--- config.mk ---
export PLATFORM = sky130hd
export DESIGN_NAME = barrel_shift_arb
export DESIGN_NICKNAME = d
export VERILOG_FILES = /design/src/rtl/barrel_shift_pkg.sv /design/src/rtl/barrel_shift_arb_rot_core.sv /design/src/rtl/barrel_shift_arb.sv
export SDC_FILE = /design/constraint.sdc
export NUM_CORES = 1
export LEC_CHECK = 0
export CORE_UTILIZATION = 35
export CTS_CLUSTER_SIZE = 25
export DETAILED_ROUTE_END_ITERATION = 16
export PLACE_DENSITY = 0.69
export REMOVE_ABC_BUFFERS = 1
export SETUP_SLACK_MARGIN = 0.4
export SLEW_MARGIN = 30
export SYNTH_ARGS = -nofsm -noshare
export SYNTH_HDL_FRONTEND = slang
export SYNTH_HIERARCHICAL = 1
export SYNTH_SLANG_ARGS = --single-unit
export TNS_END_PERCENT = 20
--- constraint.sdc ---
create_clock -name clk -period 2.2 [get_ports clk]
set_input_delay 0.44 -clock clk [delete_from_list [all_inputs] [get_ports clk]]
set_output_delay 0.44 -clock clk [all_outputs]
set_load 0.03 [all_outputs]
--- src/rtl/barrel_shift_pkg.sv ---
// Shared definitions for the barrel-shift arbiter: FSM state encoding,
// default datapath widths and a reference rotate-left helper.
package barrel_shift_pkg;

   typedef enum logic [1:0] {
      IDLE = 2'd0,
      EXEC = 2'd1,
      HOLD = 2'd2
   } state_t;

   localparam int WIDTH_D = 8;
   localparam int SHW_D   = 3;

   // The upper half of {x,x}<<n holds x rotated left by n, so no bit is lost.
   function automatic logic [WIDTH_D-1:0] rotl(input logic [WIDTH_D-1:0] x,
                                                input logic [SHW_D-1:0]   n);
      logic [2*WIDTH_D-1:0] dbl;
      dbl = {x, x} << n;
      return dbl[2*WIDTH_D-1 -: WIDTH_D];
   endfunction

endpackage

--- src/rtl/barrel_shift_arb_rot_core.sv ---
// Combinational WIDTH-bit rotate-left; WIDTH must equal 2**SHW so the
// source index wraps naturally in SHW-bit arithmetic.
module rot_core #(
   parameter int WIDTH = 8,
   parameter int SHW   = 3
) (
   input  logic [WIDTH-1:0] din,
   input  logic [SHW-1:0]   amt,
   output logic [WIDTH-1:0] dout
);

   generate
      for (genvar gi = 0; gi < WIDTH; gi++) begin : g_bit
         logic [SHW-1:0] src;
         // Output bit gi comes from input bit (gi - amt) mod WIDTH.
         assign src      = SHW'(gi) - amt;
         assign dout[gi] = din[src];
      end
   endgenerate

endmodule

--- src/rtl/barrel_shift_arb.sv ---
// Arbitrates NREQ requesters onto one shared rotate-left shifter and returns
// tagged results. Define BARREL_SHIFT_ARB_FIXED_PRIO_EN for fixed priority.
module barrel_shift_arb
   import barrel_shift_pkg::*;
#(
   parameter int NREQ  = 4,
   parameter int WIDTH = WIDTH_D,
   parameter int SHW   = SHW_D,
   parameter int IDW   = 2
) (
   input  logic                  clk,
   input  logic                  rst_n,
   input  logic [NREQ-1:0]       req_valid,
   output logic [NREQ-1:0]       req_ready,
   input  logic [NREQ*WIDTH-1:0] req_data,
   input  logic [NREQ*SHW-1:0]   req_amt,
   output logic                  rsp_valid,
   input  logic                  rsp_ready,
   output logic [WIDTH-1:0]      rsp_data,
   output logic [IDW-1:0]        rsp_id,
   output logic                  busy
);

   state_t           state_reg;
   logic [WIDTH-1:0] op_reg;
   logic [SHW-1:0]   amt_reg;
   logic [IDW-1:0]   id_reg;
   logic             rsp_valid_reg;
   logic [WIDTH-1:0] rsp_data_reg;
   logic [IDW-1:0]   rsp_id_reg;
`ifndef BARREL_SHIFT_ARB_FIXED_PRIO_EN
   logic [IDW-1:0]   rr_ptr_reg;
`endif

   logic             accept;
   logic             grant_any;
   logic [IDW-1:0]   grant_id;
   logic             take;
   logic [WIDTH-1:0] rot_out;
   logic [WIDTH-1:0] data_arr [NREQ];
   logic [SHW-1:0]   amt_arr  [NREQ];

   generate
      for (genvar gi = 0; gi < NREQ; gi++) begin : g_req
         assign data_arr[gi]  = req_data[gi*WIDTH +: WIDTH];
         assign amt_arr[gi]   = req_amt[gi*SHW +: SHW];
         assign req_ready[gi] = take && (grant_id == IDW'(gi));
      end
   endgenerate

   // Gated by rst_n so no grant can leak out while reset is held.
   assign accept = rst_n && ((state_reg == IDLE) || ((state_reg == HOLD) && rsp_ready));
   assign take   = accept && grant_any;

   always_comb begin
      grant_any = 1'b0;
      grant_id  = '0;
`ifdef BARREL_SHIFT_ARB_FIXED_PRIO_EN
      // Descending scan so the lowest valid index is the last writer.
      for (int i = NREQ - 1; i >= 0; i--) begin
         if (req_valid[IDW'(i)]) begin
            grant_any = 1'b1;
            grant_id  = IDW'(i);
         end
      end
`else
      for (int k = 0; k < NREQ; k++) begin
         int             idx;
         logic [IDW-1:0] cand;
         idx = int'(rr_ptr_reg) + k;
         if (idx >= NREQ) idx = idx - NREQ;
         cand = IDW'(idx);
         if (!grant_any && req_valid[cand]) begin
            grant_any = 1'b1;
            grant_id  = cand;
         end
      end
`endif
   end

   rot_core #(
      .WIDTH (WIDTH),
      .SHW   (SHW)
   ) u_rot_core (
      .din  (op_reg),
      .amt  (amt_reg),
      .dout (rot_out)
   );

   always_ff @(posedge clk or negedge rst_n) begin
      if (!rst_n) begin
         state_reg     <= IDLE;
         op_reg        <= '0;
         amt_reg       <= '0;
         id_reg        <= '0;
         rsp_valid_reg <= 1'b0;
         rsp_data_reg  <= '0;
         rsp_id_reg    <= '0;
`ifndef BARREL_SHIFT_ARB_FIXED_PRIO_EN
         rr_ptr_reg    <= '0;
`endif
      end else begin
         if (take) begin
            op_reg  <= data_arr[grant_id];
            amt_reg <= amt_arr[grant_id];
            id_reg  <= grant_id;
`ifndef BARREL_SHIFT_ARB_FIXED_PRIO_EN
            rr_ptr_reg <= (grant_id == IDW'(NREQ - 1)) ? '0 : grant_id + 1'b1;
`endif
         end
         case (state_reg)
            IDLE: begin
               if (take) state_reg <= EXEC;
            end
            EXEC: begin
               rsp_data_reg  <= rot_out;
               rsp_id_reg    <= id_reg;
               rsp_valid_reg <= 1'b1;
               state_reg     <= HOLD;
            end
            HOLD: begin
               if (rsp_ready) begin
                  rsp_valid_reg <= 1'b0;
                  state_reg     <= take ? EXEC : IDLE;
               end
            end
            default: state_reg <= IDLE;
         endcase
      end
   end

   assign rsp_valid = rsp_valid_reg;
   assign rsp_data  = rsp_data_reg;
   assign rsp_id    = rsp_id_reg;
   assign busy      = (state_reg != IDLE);

endmodule

Fig. 1: run 1, placed standard cells
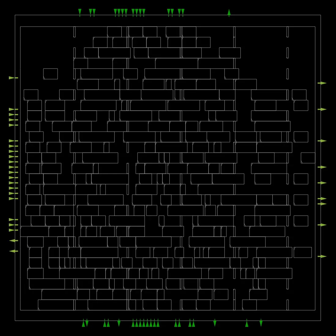
flop count: 28
Core Area: 0.005608 sq mm

Fig. 2: run 1, met3 routing
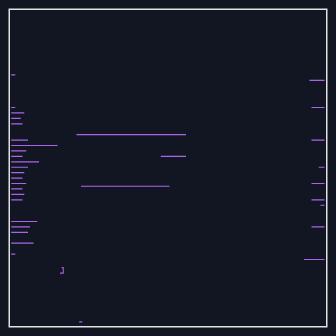
nets with wire on the layer: 35
longest straight run: 27.1 um
share of all routed wire: 3.3%
wire length on this layer: 161 um
main direction: horizontal

Fig. 3: run 1, wire density map
16 x 16 tiles, from black (low) to pale yellow (high), scaled to the fullest tile. Values are wire area over tile area, all layers added.
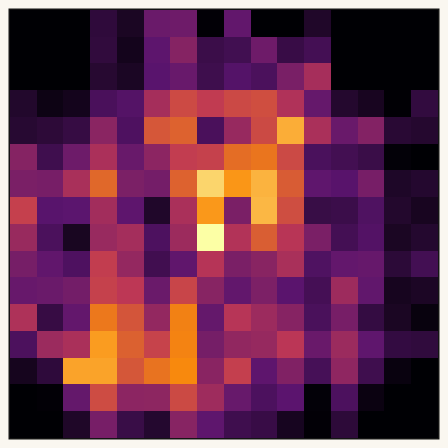
densest ninth of the die: middle
tiles over half the peak: 17%
mean over tiles: 0.12
nearly empty tiles: 15%
fullest tile: 0.42
routed wire length: 4.840 mm
Via Count: 1667
Total Routing Usage GR: 0.1517
Routed WL per cell: 14.67 um

Fig. 4: run 1, I/O nets highlighted
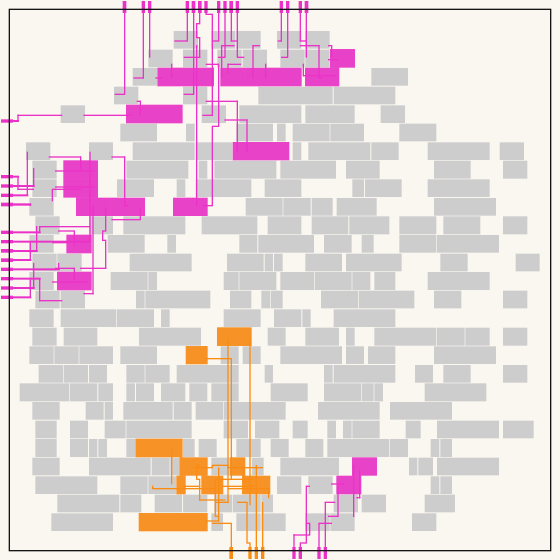
legend:
  orange:
    port: req_valid
    bits: 4
    direction: input
    edge: bottom
    end_cells: 9
    wire: 180 um
  magenta:
    port: req_data
    bits: 32
    direction: input
    edge: 15 top, 13 left, 4 bottom
    end_cells: 16
    wire: 484 um

==> impl_metrics.toml, run 1 <==
# generated from flow reports
[worst_setup_path]
worstRegToRegCells = 5
crit_type = "reg2out"
critPathRequiredTime_ns = 1.76
worstPathArrival_ns = 1.73
cp-end-kind = "primary output"

[cts]
cts_tree = "done"
numCtsBuffers = 3

[timing]
rsz0062_at_grt = "true"
max_freq_ghz = 0.4618
fin_worst_skew_ns = 0.004353
holdWs_ns = 0.4763
post-route-period-util = 0.9842
tightest_slew_ns = 0.3608

[run]
warning_count = 31
cap_violations = 0

[pwr]
fin_total_pwr_mw = 4.485
peakVddDrop_mv = 0.8228
powerDensity_mw_per_mm2 = 1354

[die]
fp.dieH_um = 79.18
io-pin-count = 67

[yosys]
synth_top_area_share = 0.3361
top_cells_by_area = "dfrtp_1 34%, mux2i_1 12%, mux2_2 9.7%"
syn-instance-count = 174
ys_area_sq_mm = 0.002084
synth_area_sq_mm = 0.002084
ys_ff = 28
avgSynthCellArea_sq_um = 11.98

[detailed_routing]
wl_met3_um = 160
postRouteAntennaNets = 0
route.detailed.drc = 0
drt-met1-wl_mm = 2.097

[place]
port_buffers = 66
place.gp.congestion = 0.8607

[min_path]
holdPathStages = 2

[cells_and_area]
utilization = 0.5908
flop_area_sq_um = 703.2
final_nets = 316
drive_above_1_share = 0.4806

[status]
outcome = "finished clean"

[global_route]
grt_pass1_wl_mm = 7.534
grt_pass1_vias = 1627
antenna_found_initial = 0
-- run 1: worst paths after layout --
kind,from,endpoint,slack (ns)
max reg2reg,amt_reg[1]$_DFFE_PN0P_,rsp_data[4]$_DFFE_PN0P_,0.27
max in group asynchronous,rst_n,amt_reg[2]$_DFFE_PN0P_,1.27
min in group asynchronous,rst_n,state_reg[0]$_DFFE_PN0P_,0.65
max,rr_ptr_reg[0]$_DFFE_PN0P_,req_ready[1],0.03
min reg2reg,id_reg[0]$_DFFE_PN0P_,id_reg[0]$_DFFE_PN0P_,0.48
min,id_reg[0]$_DFFE_PN0P_,id_reg[0]$_DFFE_PN0P_,0.48
-- run 1: synthesized netlist by cell type, types with 2 or more instances --
library cell / count
mux4_1: 2
nor2_1: 6
buf_2: 2
ha_1: 6
a221oi_1: 2
nor2b_1: 6
mux4_2: 4
mux2_4: 2
xor2_1: 3
a211oi_1: 4
inv_1: 4
buf_6: 6
o21ai_0: 3
and2_1: 4
mux2i_1: 24
dfrtp_1: 28
nand2_1: 18
o221ai_2: 11
mux2_2: 18
nor3_1: 3
-- run 1: final cells by class --
cell class / instances / share of cell area
Clock inverter: 1 / 0.009063
Sequential cell: 28 / 0.2122
Multi-Input combinational cell: 130 / 0.4645
Clock buffer: 3 / 0.01246
Tap cell: 72 / 0.02719
Timing Repair Buffer: 90 / 0.2670
Inverter: 6 / 0.007553
-- run 1: layer usage --
metal	global-route usage	vias up
li1	-	818
met1	0.2092	808
met2	0.2491	39
met3	0.01724	2
met4	0.04364	0
met5	0	-
-- run 1: cells by family (layout without fill, tap and decap cells) --
group,Yosys count,in the layout,synth area share
mux,50,50,0.2953
simple gates,43,43,0.1068
flops,28,28,0.3361
compound gates,27,27,0.1507
buf+inv,16,100,0.05822
fa+ha+maj,6,6,0.03601
xor+xnor,4,4,0.01681
-- run 1: cells in the final DEF, fill, tap and decap left out, types with 4 or more instances in the layout --
cell type	count
and2_4	4
mux2_4	11
o221ai_2	11
inv_2	4
buf_4	17
mux2i_1	8
clkdlybuf4s50_1	56
mux2i_2	11
mux4_2	6
dfrtp_1	26
nand2_1	18
buf_6	9
mux2i_4	5
nor2_1	6
mux2_2	9
ha_4	5
-- run 1: what timing repair did --
item | in CTS | in global routing
cloned | 0 | 0
setup buffers | 4 | 1
pin swaps | 5 | 6
gates resized | 44 | 55
setup endpoints to repair | 22 | 23
-- run 1: metrics by stage --
step	cell area (sq um)	TNS, ns	setup slack, ns
finish	3313	0	0.03469
global route	3313	-0.07684	-0.03190
floorplan	1988	-2.235	-0.4560
global placement	2884	-2.729	-0.2620
detailed placement	2884	-3.142	-0.2836
CTS	3089	0	0.06059
-- run 1: power breakdown --
| group | internal (mW) | total, mW | switching, mW |
|---|---|---|---|
| Sequential | 0.758 | 1.02 | 0.266 |
| Combinational | 1.72 | 3.05 | 1.34 |
| Clock | 0.244 | 0.407 | 0.164 |
-- run 1: critical path: stages (launching register included) --
cell	delay, ns
dfrtp_1	0.43
nor2b_2	0.15
nor2_1	0.06
o221a_2	0.26
buf_6	0.14
ha_4	0.14
and2_4	0.13
buf_6	0.13
Fig. 5: run 1, sequential cells colored by netlist name
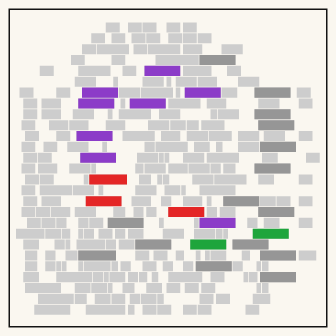

==> run 2, diff against run 1 <==
Settings changed: CORE_ASPECT_RATIO set to 0.6.
Fig. 6: run 2, sequential cells colored by netlist name
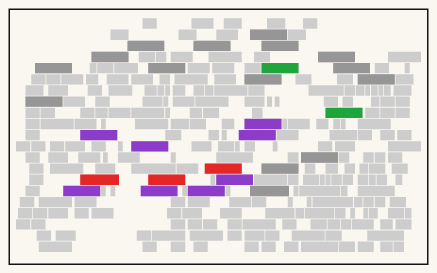
legend:
  red:
    name_in_the_netlist: amt_reg
    flops: 3
  purple:
    name_in_the_netlist: op_reg
    flops: 8
  green:
    name_in_the_netlist: id_reg
    flops: 2
final core occ: 0.6033
sequential share of cell area: 0.2063
register area: 703.2 sq um
sequential power: 1.02 mW

==> run 2 against run 1 <==
Net effect: first-iteration DRC count up 62%; final cell count up 3.0%; clock power up 2%; via count up 2.4%; synthesized cell count unchanged; largest cell class unchanged; largest power group unchanged.
==> impl_metrics.toml, run 2 <==
# generated from flow reports
[place]
dpl_cell_area_sq_mm = 0.002872
port_buffers = 66

[status]
outcome = "finished clean"

[worst_setup_path]
cp-end-kind = "primary output"
r2r-end = "rsp_data[0]$_DFFE_PN0P_"
worstPathArrival_ns = 1.70
r2r-start = "amt_reg[1]$_DFFE_PN0P_"
crit_type = "reg2out"
cpLargestDelayFamily = "flip-flops"
reg2reg_slack_ns = 0.26

[detailed_routing]
wirelength_mm = 5.442
vias = 1707
route.detailed.drc = 0
wl_per_cell_um = 16.01
postRouteAntennaNets = 0

[yosys]
synth_area_sq_mm = 0.002084
synth_top_area_share = 0.3361
avgSynthCellArea_sq_um = 11.98
top_cell = "dfrtp_1"

[min_path]
holdPathStages = 1

[global_route]
antenna_found_initial = 0
grt_pass1_vias = 1731
grt_pass1_wl_mm = 8.252

[timing]
post-route-period-util = 0.9735
tightest_slew_ns = 0.3631
fin_setup_tns_ns = 0

[run]
warning_count = 31
cap_violations = 0

[cells_and_area]
final_area_sq_mm = 0.003408
final_nets = 318

[die]
io-pin-count = 67
fp.dieH_um = 61.78

[cts]
cts_tree = "done"
Fig. 7: run 2, placed standard cells
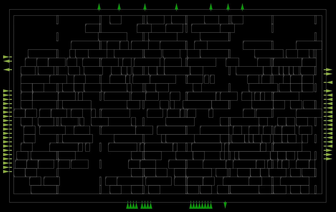
# rows: 21
Post-Layout Cell Count: 340
# fillers: 465
Core Area: 0.005649 sq mm

==> run 2: cell counts after synthesis <==
No cell type changed its count.
==> run 2: through the flow <==
step / hold WS [ns] / setup slack, ns / util / cells
2_1_floorplan: 0.1444 / -0.4560 / - / 164
3_3_place_gp: 0.4675 / -0.2610 / 0.5083 / 326
3_5_place_dp: 0.4766 / -0.3256 / 0.5083 / 326
4_1_cts: 0.4907 / 0.07715 / 0.5440 / 337
5_1_grt: 0.5223 / -0.02982 / 0.6033 / 340
6_report: 0.4876 / 0.05830 / 0.6033 / 340
==> run 2: how the worst max path moves through the flow <==
stage | end | slack (ns) | cells after the start
after floorplan | req_ready[3] | -0.46 | 6
after global placement | amt_reg[1]$_DFFE_PN0P_ | -0.26 | 8
after detailed placement | req_ready[0] | -0.33 | 8
after CTS | req_ready[1] | 0.08 | 7
after global routing | req_ready[3] | -0.03 | 7
final | req_ready[3] | 0.06 | 7
==> run 2: area by class of cell <==
type | instances | area [sq um]
clock buffers | 3 | 41.29
clock inverters | 1 | 30.03
fillers | 465 | 2241
inverters | 6 | 25.02
multi-input cells | 130 | 1590
flip-flops and latches | 28 | 703.2
well taps | 80 | 100.1
repair buffers | 92 | 918.4
==> run 2: kinds of logic after synthesis <==
group           count (synthesis)  share of synthesized area
flops                          28                     0.3361
compound gates                 27                     0.1507
fa+ha+maj                       6                    0.03601
buf+inv                        16                    0.05822
xor+xnor                        4                    0.01681
simple gates                   43                     0.1068
mux                            50                     0.2953
==> run 2: what timing repair did <==
item | 4_1_cts | 5_1_grt
hold buffers | 0 | 0
pin swaps | 6 | 8
gates resized | 39 | 70
setup endpoints to repair | 22 | 31
setup buffers | 7 | 3
==> run 2: where the power goes <==
| group | internal, mW | leakage (nW) | total [mW] | switching, mW |
|---|---|---|---|---|
| Clock | 0.244 | 0.0357 | 0.414 | 0.170 |
| Sequential | 0.758 | 0.341 | 1.02 | 0.267 |
| Combinational | 1.72 | 1.06 | 3.05 | 1.33 |
| Total | 2.72 | 1.44 | 4.49 | 1.77 |
==> run 2: worst register-to-register path: cells and delay by family, from the launching register on <==
family | cells | cell delay [ns]
flops | 1 | 0.39
fa+ha+maj | 1 | 0.30
mux | 3 | 1.06
buf+inv | 1 | 0.08
==> run 2: per-layer routing <==
layer / GRT usage / routed length (um)
met5: 0 / 0
met4: 0.01863 / 10
met3: 0.04139 / 298
met2: 0.2992 / 2563
met1: 0.2293 / 2570
No activity file was given, so power comes from the tool's default toggle rates.
